**Run 1: M2 wires**

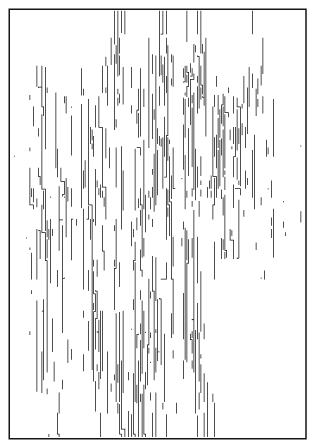
**Run 1: drive-strength map**

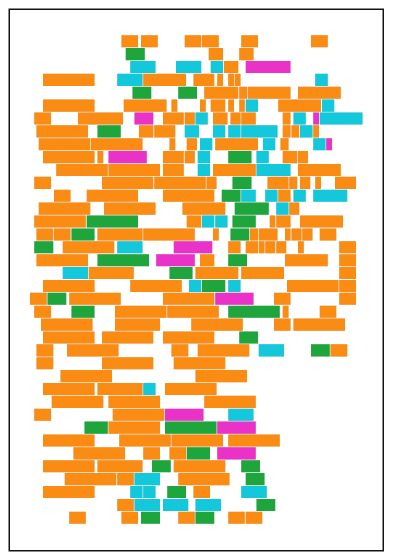
**Run 1: placement by cell class**

Bar = 20 um. Fill, decap, tap and diode cells in gray.
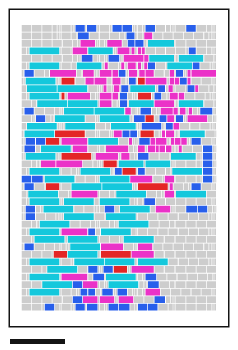
**Run 1: clock nets**

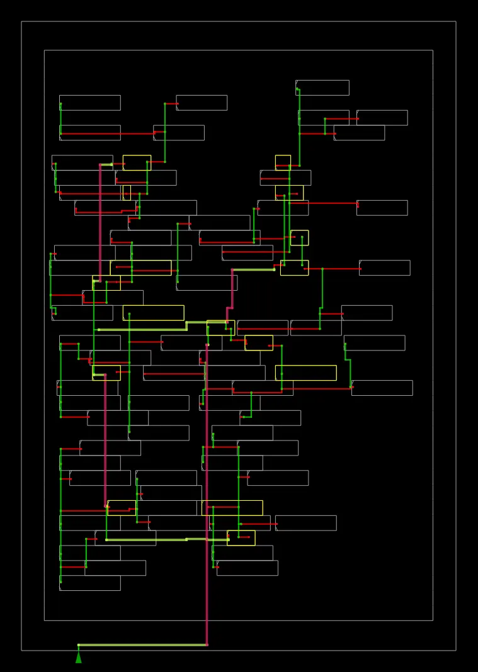
## src/rtl/gbpt_update_ctrl.sv

```systemverilog
// GBPT update controller: arbitrates the single-ported 2-bit counter array
// between prediction lookups and queued branch-resolution read-modify-writes.
module gbpt_update_ctrl #(
  parameter int INDEX_WIDTH    = 12,
  parameter int UPDATE_Q_DEPTH = 4,
  parameter int STARVE_LIMIT   = 8
) (
  input  logic                   CLK,
  input  logic                   nRST,
  input  logic                   pred_valid,
  input  logic [INDEX_WIDTH-1:0] pred_index,
  output logic                   pred_ready,
  output logic                   pred_resp_valid,
  output logic                   pred_resp_taken,
  input  logic                   upd_valid,
  input  logic [INDEX_WIDTH-1:0] upd_index,
  input  logic                   upd_taken,
  output logic                   upd_ready,
  output logic                   array_en,
  output logic                   array_wr,
  output logic [INDEX_WIDTH-1:0] array_index,
  output logic [1:0]             array_wdata,
  input  logic [1:0]             array_rdata
);

  localparam int PTR_W = (UPDATE_Q_DEPTH > 1) ? $clog2(UPDATE_Q_DEPTH) : 1;
  localparam int CNT_W = PTR_W + 1;
  localparam int STV_W = $clog2(STARVE_LIMIT + 1);

  localparam logic [1:0] IDLE    = 2'd0;
  localparam logic [1:0] RD_WAIT = 2'd1;
  localparam logic [1:0] WRITE   = 2'd2;

  function automatic logic [1:0] sat_inc(input logic [1:0] c);
    return (c == 2'b11) ? 2'b11 : c + 2'b01;
  endfunction

  function automatic logic [1:0] sat_dec(input logic [1:0] c);
    return (c == 2'b00) ? 2'b00 : c - 2'b01;
  endfunction

  logic [INDEX_WIDTH-1:0] q_index [UPDATE_Q_DEPTH];
  logic                   q_taken [UPDATE_Q_DEPTH];
  logic [PTR_W-1:0]       wr_ptr, rd_ptr;
  logic [CNT_W-1:0]       q_count;
  logic [1:0]             state, state_nxt;
  logic [STV_W-1:0]       starve_cnt;
  logic [1:0]             wdata_p1;
  logic                   resp_vld_p1;

  logic q_full, q_empty, force_upd, upd_op_rdy, pred_acc, upd_issue;
  logic enq, deq;

  assign q_full     = (q_count == CNT_W'(UPDATE_Q_DEPTH));
  assign q_empty    = (q_count == '0);
  assign force_upd  = (starve_cnt == STV_W'(STARVE_LIMIT));
  // An update needs the slot when a read is pending in IDLE or a write in WRITE.
  assign upd_op_rdy = ((state == IDLE) && !q_empty) || (state == WRITE);
  assign pred_ready = !(force_upd && upd_op_rdy);
  assign pred_acc   = pred_valid && pred_ready;
  // A forced update already blocked the prediction, so one rule covers both cases.
  assign upd_issue  = upd_op_rdy && !pred_acc;

  assign upd_ready  = !q_full;
  assign enq        = upd_valid && !q_full;
  assign deq        = upd_issue && (state == WRITE);

  // ---- stage 0: array slot request ----
  assign array_en    = upd_issue || pred_acc;
  assign array_wr    = upd_issue && (state == WRITE);
  assign array_index = upd_issue ? q_index[rd_ptr] : pred_index;
  assign array_wdata = wdata_p1;

  // ---- stage 1: array read data returns ----
  assign pred_resp_valid = resp_vld_p1;
  assign pred_resp_taken = array_rdata[1];

  // Queue storage is written on enqueue only; contents need no reset.
  always_ff @(posedge CLK) begin
    if (enq) begin
      q_index[wr_ptr] <= upd_index;
      q_taken[wr_ptr] <= upd_taken;
    end
  end

  // Queue pointers and occupancy.
  always_ff @(posedge CLK or negedge nRST) begin
    if (!nRST) begin
      wr_ptr  <= '0;
      rd_ptr  <= '0;
      q_count <= '0;
    end else begin
      if (enq) wr_ptr <= wr_ptr + PTR_W'(1);
      if (deq) rd_ptr <= rd_ptr + PTR_W'(1);
      case ({enq, deq})
        2'b10:   q_count <= q_count + CNT_W'(1);
        2'b01:   q_count <= q_count - CNT_W'(1);
        default: q_count <= q_count;
      endcase
    end
  end

  // RMW sequencing: read head, latch new counter, write when granted.
  always_comb begin
    state_nxt = state;
    case (state)
      IDLE:    if (upd_issue) state_nxt = RD_WAIT;
      RD_WAIT: state_nxt = WRITE;
      WRITE:   if (upd_issue) state_nxt = IDLE;
      default: state_nxt = IDLE;
    endcase
  end

  // FSM state, starvation counter and prediction response valid.
  always_ff @(posedge CLK or negedge nRST) begin
    if (!nRST) begin
      state       <= IDLE;
      starve_cnt  <= '0;
      resp_vld_p1 <= 1'b0;
    end else begin
      state       <= state_nxt;
      resp_vld_p1 <= pred_acc;
      if (upd_issue)
        starve_cnt <= '0;
      else if (upd_op_rdy && !force_upd)
        starve_cnt <= starve_cnt + STV_W'(1);
    end
  end

  // New counter value is captured once in RD_WAIT and held through WRITE stalls.
  always_ff @(posedge CLK) begin
    if (state == RD_WAIT)
      wdata_p1 <= q_taken[rd_ptr] ? sat_inc(array_rdata) : sat_dec(array_rdata);
  end

endmodule
```

## config.mk

```make
export PLATFORM = sky130hd
export DESIGN_NAME = gbpt_update_ctrl
export DESIGN_NICKNAME = d
export VERILOG_FILES = /design/src/rtl/gbpt_update_ctrl.sv
export SDC_FILE = /design/constraint.sdc
export NUM_CORES = 1
export LEC_CHECK = 0
export CAP_MARGIN = 25
export CORE_ASPECT_RATIO = 1.5
export CORE_MARGIN = 4
export CORE_UTILIZATION = 40
export CTS_BUF_LIST = sky130_fd_sc_hd__clkbuf_8 sky130_fd_sc_hd__clkbuf_16
export DETAILED_ROUTE_END_ITERATION = 12
export GPL_ROUTABILITY_DRIVEN = 0
export PLACE_DENSITY = 0.69
export SLEW_MARGIN = 15
export SYNTH_ARGS = -nofsm -noshare
export SYNTH_HDL_FRONTEND = slang
export SYNTH_SLANG_ARGS = --single-unit
```

## constraint.sdc

```tcl
create_clock -name CLK -period 2.55 [get_ports CLK]
set_clock_uncertainty 0.15 [all_clocks]
set_input_delay 0.51 -clock CLK [delete_from_list [all_inputs] [get_ports CLK]]
set_output_delay 0.51 -clock CLK [all_outputs]
set_load 0.01 [all_outputs]
```

==> results.tsv, run 1 <==
stage	metric	value	unit
outcome	status	finished with violations	
outcome	violations	negative setup slack	
layout	most-common-layout-cells	edfxtp_1, clkdlybuf4s50_1, buf_4	
drt	drc	0	
worst_setup_path	cp-startpoint	starve_cnt[0]	
synth	synth_seq_share	0.6578	
flow_run	warnings	32	
clocking	post-cts-setup-buffer-count	8	
synth	avgSynthCellArea	18.17	um^2
synth	synth-seq-cells	68	
floorplan	die-area	0.008972	mm^2
layout	finalNetCount	289	
worst_setup_path	path_delay_family	buffers and inverters	
pwr	power.total	4.463	mW
worst_setup_path	crit_fanout	5	
timing	slew_viol_final	0	
timing	fmax	0.3705	GHz
floorplan	die_w	78.69	um
floorplan	design.core.area	0.007274	mm^2
drt	drt_iter0_drc	69	
worst_setup_path	slowest_stage	dfrtp_1	
synth	synth_top_cell_by_area	edfxtp_1	
synth	async_reset_ff_frac	0.2059	
worst_setup_path	r2r_slack	0.16	ns
placement	io_buffers	50	
floorplan	rows	38	
synth	floorplan.nets	204	
global_routing	overflow	0	
clocking	clkSinkCount	68	
timing	fin_crit_sh	1.059	
clocking	cts_tree	done	
timing	period_needed	2.699	ns
worst_setup_path	worst_setup_path_end_kind	primary output	
worst_hold_path	whs_endpoint	q_count[2]	
pwr	powerDensity	1075	mW/mm^2
worst_setup_path	cp.required	1.89	ns
worst_setup_path	path_depth	8	
timing	timing.hold.ws	0.3693	ns
drt	dr.pass1.iters	4	
placement	post-dp-hpwl	3.815	mm
worst_setup_path	crit_buf_inv	4	
drt	ant_nets	0	
worst_setup_path	cp_slowest_stage_delay	0.39	ns
worst_setup_path	r2r-start	q_count[0]	
worst_hold_path	hp-class	reg2reg	
floorplan	die_h	114.0	um
timing	rsz0062_at_grt	yes	
placement	post-place-ws	-0.3757	ns
worst_setup_path	worst_path_most_repeated_cell	buf_6	
synth	yosysWarnings	0	
floorplan	io-pin-count	51	
timing	fin_ws	-0.1492	ns
global_routing	grt_pass1_vias	1755	
layout	diodes	0	
synth	most_common_cell	edfxtp_1	
layout	drive_gt1_frac	0.3373	
clocking	cts_htree_levels	3	
synth	flop_cell	edfxtp_1	
worst_setup_path	startpoint_type	register	
synth	synthCells	165	
worst_setup_path	crit_path_end	array_index[6]	
worst_setup_path	crit_chain	inv_2, ha_4, nand3b_4, a211oi_4, buf_6, buf_4, mux2_4, buf_6	
synth	ys_area	0.002998	mm^2
timing	slew_headroom	0.5551	
clocking	cts_resized	75	
clocking	cts_buffer_depth	2	
global_routing	grt_max_degree	15	
timing	finalSetupViolCount	12	
timing	tightest_slew	0.6653	ns
synth	synth.cell_area	0.002998	mm^2
synth	top_cells_by_area	edfxtp_1, dfrtp_1, mux4_1	
synth	top_area_frac	0.5409	
floorplan	fp_util	0.4121	
global_routing	grt_pass1_wl	8.887	mm
worst_setup_path	reg2reg_depth	10	
timing	hold_viol_final	0	
clocking	clk_latency	0.34	ns
clocking	cts-root-buf	clkbuf_8	
layout	layout_top_cell	edfxtp_1	
synth	synthDistinctLibCells	36	
synth	ys_cells	165	
synth	synthTopCellsByCount	edfxtp_1, dfrtp_1, inv_1	
pwr	total_leakage_power	1.632	nW
worst_hold_path	min_from	q_count[2]	
drt	via_per_inst	4.828	
worst_setup_path	critPathKind	reg2out	
pwr	vdd.ir_drop.worst	744.5	uV
global_routing	antenna_found_initial	0	
flow_run	max-cap-violations	0	
placement	placed_area	0.003736	mm^2
worst_setup_path	cp.arrival	2.04	ns
worst_setup_path	worstReg2RegEnd	q_count[2]	
## Picture notes: 'M2 wires'
The layer carries 3140 um of wire. The layer holds 56% of the routed length. 260 nets have wire on it. The longest straight run is 43.9 um. The wires run mostly vertical.
met2 Track Usage GR: 0.2479
final wirelength: 5.627 mm
DR vias: 1714

## Picture notes: 'drive-strength map'
Key: _6 and larger = green [cells 32, most used buf_6]; _3 and _4 cells = cyan [cells 43, most used buf_4]; _0 and _1 cells = orange [cells 169, most used edfxtp_1]; _2 cells = magenta [cells 11, most used mux4_2]
Non-clk bufs: 81
final worst-path setup slack: -0.1492 ns
post-route cell area: 0.004153 mm^2
Area growth syn-to-layout: 38.52%

## Picture notes: 'placement by cell class'
Key: clock drivers and dummy loads = red [cells 16, share of their area 6.6%]; combinational and other logic = magenta [cells 90, share of their area 25%]; flops = cyan [cells 68, share of their area 49%]; other buffers and delay cells = blue [cells 81, share of their area 19%]

## Picture notes: 'clock nets'
CTS Buf Count: 9
Clk. pwr: 1.15 mW

run 1: kinds of logic (layout without fill, tap and decap cells):
group | Yosys count | after routing | synth area share
flip-flops | 68 | 68 | 0.6578
multiplexers | 26 | 26 | 0.1653
buffers and inverters | 21 | 111 | 0.03422
AND/OR/NAND/NOR | 20 | 20 | 0.05092
AND-OR/OR-AND | 14 | 14 | 0.03172
adder cells (fa/ha/maj) | 10 | 10 | 0.04257
XOR/XNOR | 6 | 6 | 0.01753
run 1: layer usage:
metal	GRT usage	up-vias	routed length (um)
li1	-	802	-
met1	0.1410	863	2127
met2	0.2479	41	3143
met3	0.03476	8	246
met4	0.07468	0	109
met5	0	-	0
run 1: per-stage QoR:
stage	util	TNS, ns	instances
after floorplan	-	0	165
after global placement	0.5136	-4.082	328
after detailed placement	0.5136	-4.522	328
after CTS	0.5659	-2.119	352
after global routing	0.5709	-2.707	355
final	0.5709	-1.650	355
run 1: where the power goes:
group	switching (mW)	internal [mW]	leakage [nW]
logic	0.716	0.990	0.834
registers	0.122	1.49	0.666
clock network	0.400	0.746	0.131
run 1: layout make-up:
class / count / area [um^2]
clock buffer: 9 / 123.9
clock inverter: 7 / 140.1
fill: 592 / 3122
inverter: 14 / 52.55
multi-input combinational: 76 / 954.7
sequential: 68 / 1973
tap: 100 / 125.1
timing repair buffer: 81 / 783.3
run 1: state kept, by name, indices dropped and copies added (netlist names):
name and count:
pred_resp_valid 1, rd_ptr 2, array_wdata 2, wr_ptr 2, state 2, q_index 48, q_taken 4, q_count 3
starve_cnt 4
run 1: worst register-to-register path, delay by kind of cell (launching register included):
family	cells	cell delay [ns]
XOR/XNOR	2	0.30
AND/OR/NAND/NOR	3	0.69
adder cells (fa/ha/maj)	2	0.52
buffers and inverters	3	0.26
flip-flops	1	0.41
==> inputs of run 2 (changes only) <==
Settings changed: CTS_BUF_LIST sky130_fd_sc_hd__clkbuf_8 sky130_fd_sc_hd__clkbuf_16 to not set, GPL_TIMING_DRIVEN set to 1.
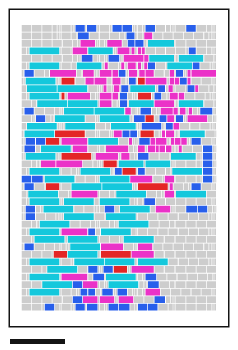
**Above:** run 2 (placement by cell class).
Bar = 20 um. Fill, decap, tap and diode cells in gray.
Key: flops = cyan [cells 68, share of their area 49%]; combinational and other logic = magenta [cells 90, share of their area 25%]; clock drivers and dummy loads = red [cells 16, share of their area 6.6%]; other buffers and delay cells = blue [cells 81, share of their area 19%]

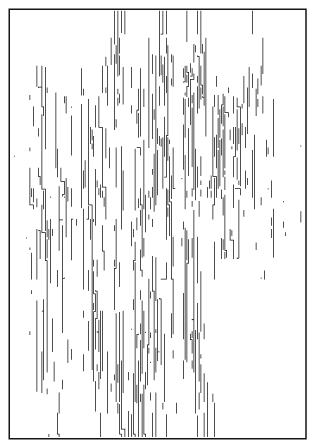
**Above:** run 2 (M2 wires).
260 nets have wire on it. The longest straight run is 43.9 um. The layer holds 56% of the routed length.

==> results.tsv, run 2 <==
stage	metric	value	unit
synth	synth_top_cell_by_area	edfxtp_1	
synth	simple_gate_area_frac	0.05092	
worst_setup_path	crit_chain	inv_2, ha_4, nand3b_4, a211oi_4, buf_6, buf_4, mux2_4, buf_6	
placement	placed_area	0.003736	mm^2
synth	ys_area	0.002998	mm^2
pwr	clkPwrFrac	0.257	
layout	largest_reg_flops	48	
layout	finalNetCount	289	
timing	rsz0062_at_grt	yes	
floorplan	fp_util	0.4121	
synth	ys_cells	165	
pwr	total_leakage_power	1.627	nW
flow_run	warnings	32	
global_routing	grt_pass1_wl	8.887	mm
global_routing	grt_pass1_vias	1755	
timing	slew_viol_final	0	
synth	synthAoiAreaFrac	0.03172	
drt	wl_met3	246	um
timing	fin_ws	-0.1492	ns
drt	drt_wl_total	5.627	mm
synth	ys_sh_adder	0.04257	
placement	dp_cells	328	
synth	flop_cell	edfxtp_1	
pwr	switching_share	0.2770	
synth	ys_sh_xor	0.01753	
layout	top_register	q_index	
timing	hold_viol_final	0	
synth	avgSynthCellArea	18.17	um^2
global_routing	use_met3	0.03476	
outcome	violations	negative setup slack	
timing	timing.hold.ws	0.3693	ns
drt	top_layer	met4	
global_routing	use_met2	0.2479	
worst_setup_path	cp.arrival	2.04	ns
clocking	clk_latency	0.34	ns
synth	top_cells_by_area	edfxtp_1, dfrtp_1, mux4_1	
pwr	p_int	3.229	mW
placement	post-place-ws	-0.3757	ns
synth	synth-seq-cells	68	
drt	ant_nets	0	
layout	area.growth.synth_to_final	38.52	%
global_routing	antenna_found_initial	0	
clocking	cts_buffers	9	
layout	diodes	0	
timing	finalSetupViolCount	12	
floorplan	die_w	78.69	um
drt	vias	1714	
layout	reg_top3	q_index (48), q_taken (4), starve_cnt (4)	
synth	floorplan.nets	204	
pwr	power.total	4.467	mW
floorplan	design.core.area	0.007274	mm^2
worst_setup_path	worst_path_most_repeated_cell	buf_6	
clocking	cts_buffer_depth	2	
drt	dr.pass1.iters	4	
global_routing	met1_usage	0.1410	
timing	period_needed	2.699	ns
synth	synth_seq_share	0.6578	
global_routing	grt.busiest_layer	met2	
worst_setup_path	slowest_stage	dfrtp_1	
floorplan	rows	38	
drt	drc	0	
global_routing	grt_max_degree	15	
synth	mux_share	0.1653	
floorplan	die-area	0.008972	mm^2
worst_setup_path	crit_fanout	5	
layout	combGateArea	954.7	um^2
clocking	clkSinkCount	68	
drt	wl_met2	3.143	mm
layout	regArea	0.001973	mm^2
synth	yosysWarnings	0	
synth	synthDistinctLibCells	36	
synth	top_area_frac	0.5409	
timing	slew_headroom	0.5551	
floorplan	die_h	114.0	um
drt	drt-met1-wl	2.127	mm
layout	layout_top_cell	edfxtp_1	
layout	drive_gt1_frac	0.3373	
pwr	power.net_switching	1.237	mW
pwr	powerDensity	1076	mW/mm^2
synth	synth.cell_area	0.002998	mm^2
synth	synthCells	165	
clocking	cts_htree_levels	3	
clocking	cts-root-buf	clkbuf_8	
worst_hold_path	hp-class	reg2reg	
floorplan	io-pin-count	51	
synth	async_reset_ff_frac	0.2059	
timing	fin_setup_tns	-1.650	ns
worst_setup_path	cp_slowest_stage_delay	0.39	ns
layout	final_cell_count_no_fill	355	
timing	fmax	0.3705	GHz
pwr	vdd.ir_drop.worst	744.5	uV
worst_setup_path	cp.required	1.89	ns
synth	synthTopCellsByCount	edfxtp_1, dfrtp_1, inv_1	
placement	post-dp-hpwl	3.815	mm
drt	drt_iter0_drc	69	
layout	most-common-layout-cells	edfxtp_1, clkdlybuf4s50_1, buf_4	
outcome	status	finished with violations	
flow_run	max-cap-violations	0	
layout	fin_area	0.004153	mm^2
drt	via_per_inst	4.828	
timing	fin_crit_sh	1.059	
clocking	cts_tree	done	
synth	most_common_cell	edfxtp_1	
worst_setup_path	worst_setup_path_end_kind	primary output	
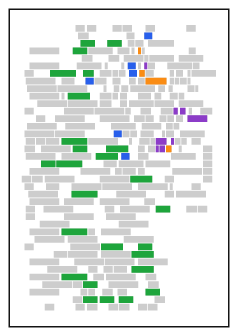
**Above:** run 2 (gate-type map).
Key: NAND gates = purple [cells 8, most used nand2_1]; XOR/XNOR gates = blue [cells 6, where top center]; multiplexers = green [cells 26, most used mux2_4]; NOR gates = orange [cells 4, most used nor2b_1]

[run 2: kinds of logic (layout without fill, tap and decap cells)]
kind of cell	Yosys count	after routing
AOI/OAI and AO/OA	14	14
muxes	26	26
adders and majority gates	10	10
DFF	68	68
and+or+nand+nor	20	20
buffers and inverters	21	111
xor gates and xnor gates	6	6
[run 2: cell type report]
class,count,share of cell area
Multi-Input combinational cell,76,0.2299
Clock inverter,6,0.03284
Inverter,14,0.01265
Timing Repair Buffer,81,0.1886
Clock buffer,10,0.03073
Tap cell,100,0.03013
Sequential cell,68,0.4751
[run 2: path summary, 6_finish.rpt]
check	startpoint	endpoint	slack, ns	cells past startpoint
worst max-delay path	starve_cnt[0]	array_index[6]	-0.15	8
worst min-delay path	q_count[2]	q_count[2]	0.37	1
worst max register to register	q_count[0]	q_count[2]	0.16	10
worst min register to register	q_count[2]	q_count[2]	0.37	1
max in group asynchronous	nRST	q_count[2]	1.36	1
min in group asynchronous	nRST	starve_cnt[1]	0.43	1
[run 2: power by group through the flow]
| stage | Sequential (mW) | Clock, mW | Combinational (mW) |
|---|---|---|---|
| after floorplan | 1.61 | 0 | 0.939 |
| after global placement | 1.61 | 0 | 1.53 |
| after detailed placement | 1.63 | 0 | 1.55 |
| after CTS | 1.61 | 1.18 | 1.70 |
| after global routing | 1.63 | 1.23 | 1.86 |
| final | 1.61 | 1.15 | 1.71 |
[run 2: critical path, delay by kind of cell, from the launching register on]
family                   cells  cell delay, ns
AND-OR/OR-AND                1            0.31
adder cells (fa/ha/maj)      1            0.14
buffers and inverters        4            0.47
flip-flops                   1            0.39
multiplexers                 1            0.29
AND/OR/NAND/NOR              1            0.09
[run 2: timing repair]
action                                  4_1_cts  5_1_grt
resized                                      75        5
pin swaps                                     2        3
buffers inserted                              8        3
endpoints found under the setup margin       15       16
==> inputs of run 3 (changes only) <==
Settings changed: GPL_TIMING_DRIVEN 1 to 0.
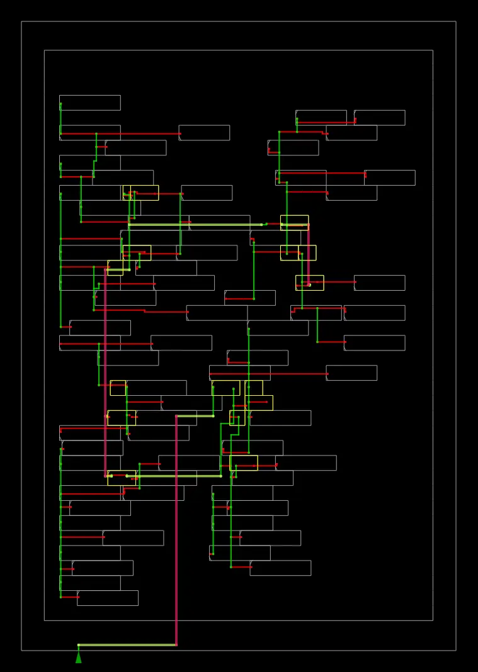
**Above:** run 3 (clock nets).
Clk. pwr: 781 uW
Worst-Skew Late Latency: 0.34 ns

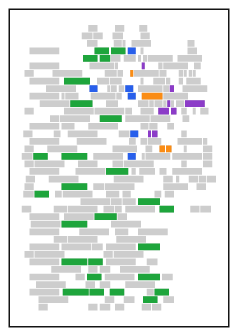
**Above:** run 3 (gate-type map).
Key: NAND gates = purple [cells 8, most used nand2_1]; multiplexers = green [cells 26, most used mux2_4]; NOR gates = orange [cells 4, most used nor2b_1]; XOR/XNOR gates = blue [cells 6, where top center]
multi-input combinational area share: 0.2414
Post-Layout Cell Count: 344
Commonest Layout Cell: edfxtp_1

==> results.tsv, run 3 <==
stage	metric	value	unit
synth	synth_top_cell_by_area	edfxtp_1	
floorplan	fp_util	0.4121	
placement	post-dp-hpwl	3.603	mm
drt	drt_iter0_drc	64	
synth	yosysWarnings	0	
drt	dr.pass1.iters	4	
synth	synthTopCellsByCount	edfxtp_1, dfrtp_1, inv_1	
global_routing	antenna_found_initial	0	
global_routing	overflow	0	
timing	fin_ws	-0.1899	ns
layout	area.growth.synth_to_final	32.43	%
synth	top_logic_kind	multiplexers	
synth	async_reset_ff_frac	0.2059	
floorplan	die_h	114.0	um
timing	hold_viol_final	0	
floorplan	die-area	0.008972	mm^2
drt	drc	0	
worst_setup_path	worstReg2RegEnd	q_count[2]	
layout	largest_reg_flops	48	
synth	flop_cell	edfxtp_1	
worst_hold_path	whs_endpoint	state[1]	
placement	io_buffers	49	
global_routing	grt_pass1_wl	8.694	mm
timing	finalSetupViolCount	12	
pwr	power.net_switching	1.233	mW
clocking	cts_buffers	9	
flow_run	warnings	32	
placement	post-place-ws	-0.4482	ns
worst_setup_path	cp.arrival	2.08	ns
synth	synth_seq_share	0.6578	
synth	ys_sh_xor	0.01753	
global_routing	grt_pass1_vias	1786	
floorplan	rows	38	
layout	top_register	q_index	
outcome	violations	negative setup slack	
floorplan	design.core.area	0.007274	mm^2
worst_setup_path	reg2reg_depth	9	
timing	fin_setup_tns	-1.897	ns
global_routing	grt_max_degree	15	
synth	simple_gate_area_frac	0.05092	
drt	vias	1625	
timing	rsz0062_at_grt	yes	
synth	ys_area	0.002998	mm^2
timing	slew_viol_final	0	
layout	drive_gt1_frac	0.3074	
worst_setup_path	worst_path_most_repeated_cell	buf_6	
clocking	cts-root-buf	clkbuf_8	
synth	most_common_cell	edfxtp_1	
clocking	cts_htree_levels	3	
synth	synthCells	165	
worst_setup_path	slowest_stage	dfrtp_1	
layout	fin_area	0.003970	mm^2
clocking	clkSinkCount	68	
drt	drt_wl_total	5.464	mm
synth	top_area_frac	0.5409	
worst_setup_path	crit_fanout	4	
worst_hold_path	hold_depth	3	
synth	mux_share	0.1653	
synth	ys_sh_adder	0.04257	
pwr	powerDensity	1007	mW/mm^2
synth	synth-seq-cells	68	
placement	placed_area	0.003613	mm^2
worst_setup_path	cp_slowest_stage_delay	0.38	ns
layout	diodes	0	
pwr	total_leakage_power	1.516	nW
outcome	status	finished with violations	
worst_setup_path	r2r-start	q_count[1]	
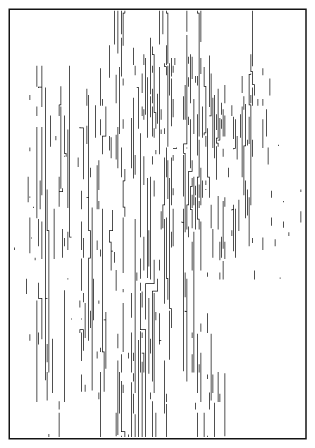
**Above:** run 3 (M2 wires).
The layer carries 3120 um of wire. The wires run mostly vertical. The longest straight run is 77.9 um. 247 nets have wire on it.

-- run 3: netlist changes by cell type in the layout (fill, tap and decap cells not counted), sizes merged --
cell,before,now
bufinv,4,0
inv,14,16
clkdlybuf4s15,1,0
buf,43,31
clkinvlp,1,3
dlymetal6s2s,1,0
clkbuf,10,13
-- run 3: power groups by stage --
stage | Combinational, mW | Clock, mW | Sequential [mW]
6_report | 1.61 | 0.781 | 1.61
3_5_place_dp | 1.42 | 0 | 1.65
4_1_cts | 1.64 | 0.801 | 1.62
2_1_floorplan | 0.939 | 0 | 1.61
3_3_place_gp | 1.40 | 0 | 1.63
5_1_grt | 1.77 | 0.852 | 1.64
-- run 3: cell type report --
class / count / area [um^2]
multi-input combinational: 76 / 958.4
clock buffer: 10 / 127.6
timing repair buffer: 63 / 634.4
inverter: 14 / 52.55
tap: 100 / 125.1
clock inverter: 6 / 48.80
fill: 604 / 3304
buffer: 7 / 51.30
sequential: 68 / 1972
-- run 3: what timing repair did --
action / 4_1_cts / 5_1_grt
pin swaps: 3 / 0
resized: 78 / 3
cloned: 1 / 0
hold buffers: 0 / 0
setup endpoints to repair: 14 / 14
setup buffers: 13 / 1
-- run 3: per-stage QoR --
| step | hold slack (ns) | total power [mW] | std cells |
|---|---|---|---|
| 5_1_grt | 0.3981 | 4.257 | 344 |
| 3_5_place_dp | 0.3944 | 3.063 | 314 |
| 2_1_floorplan | 0.06441 | 2.550 | 165 |
| 3_3_place_gp | 0.3726 | 3.029 | 314 |
| 4_1_cts | 0.3625 | 4.059 | 344 |
| 6_report | 0.3860 | 4.000 | 344 |
-- run 3: routing by layer --
layer  GRT usage  wire length, um  vias up
li1            -                -      783
met3     0.03239              208        7
met5           0                0        -
met4     0.06184               89        0
met1      0.1406             2050      802
met2      0.2388             3116       33
Power figures rest on the tool's default switching activity, not on a simulated workload.
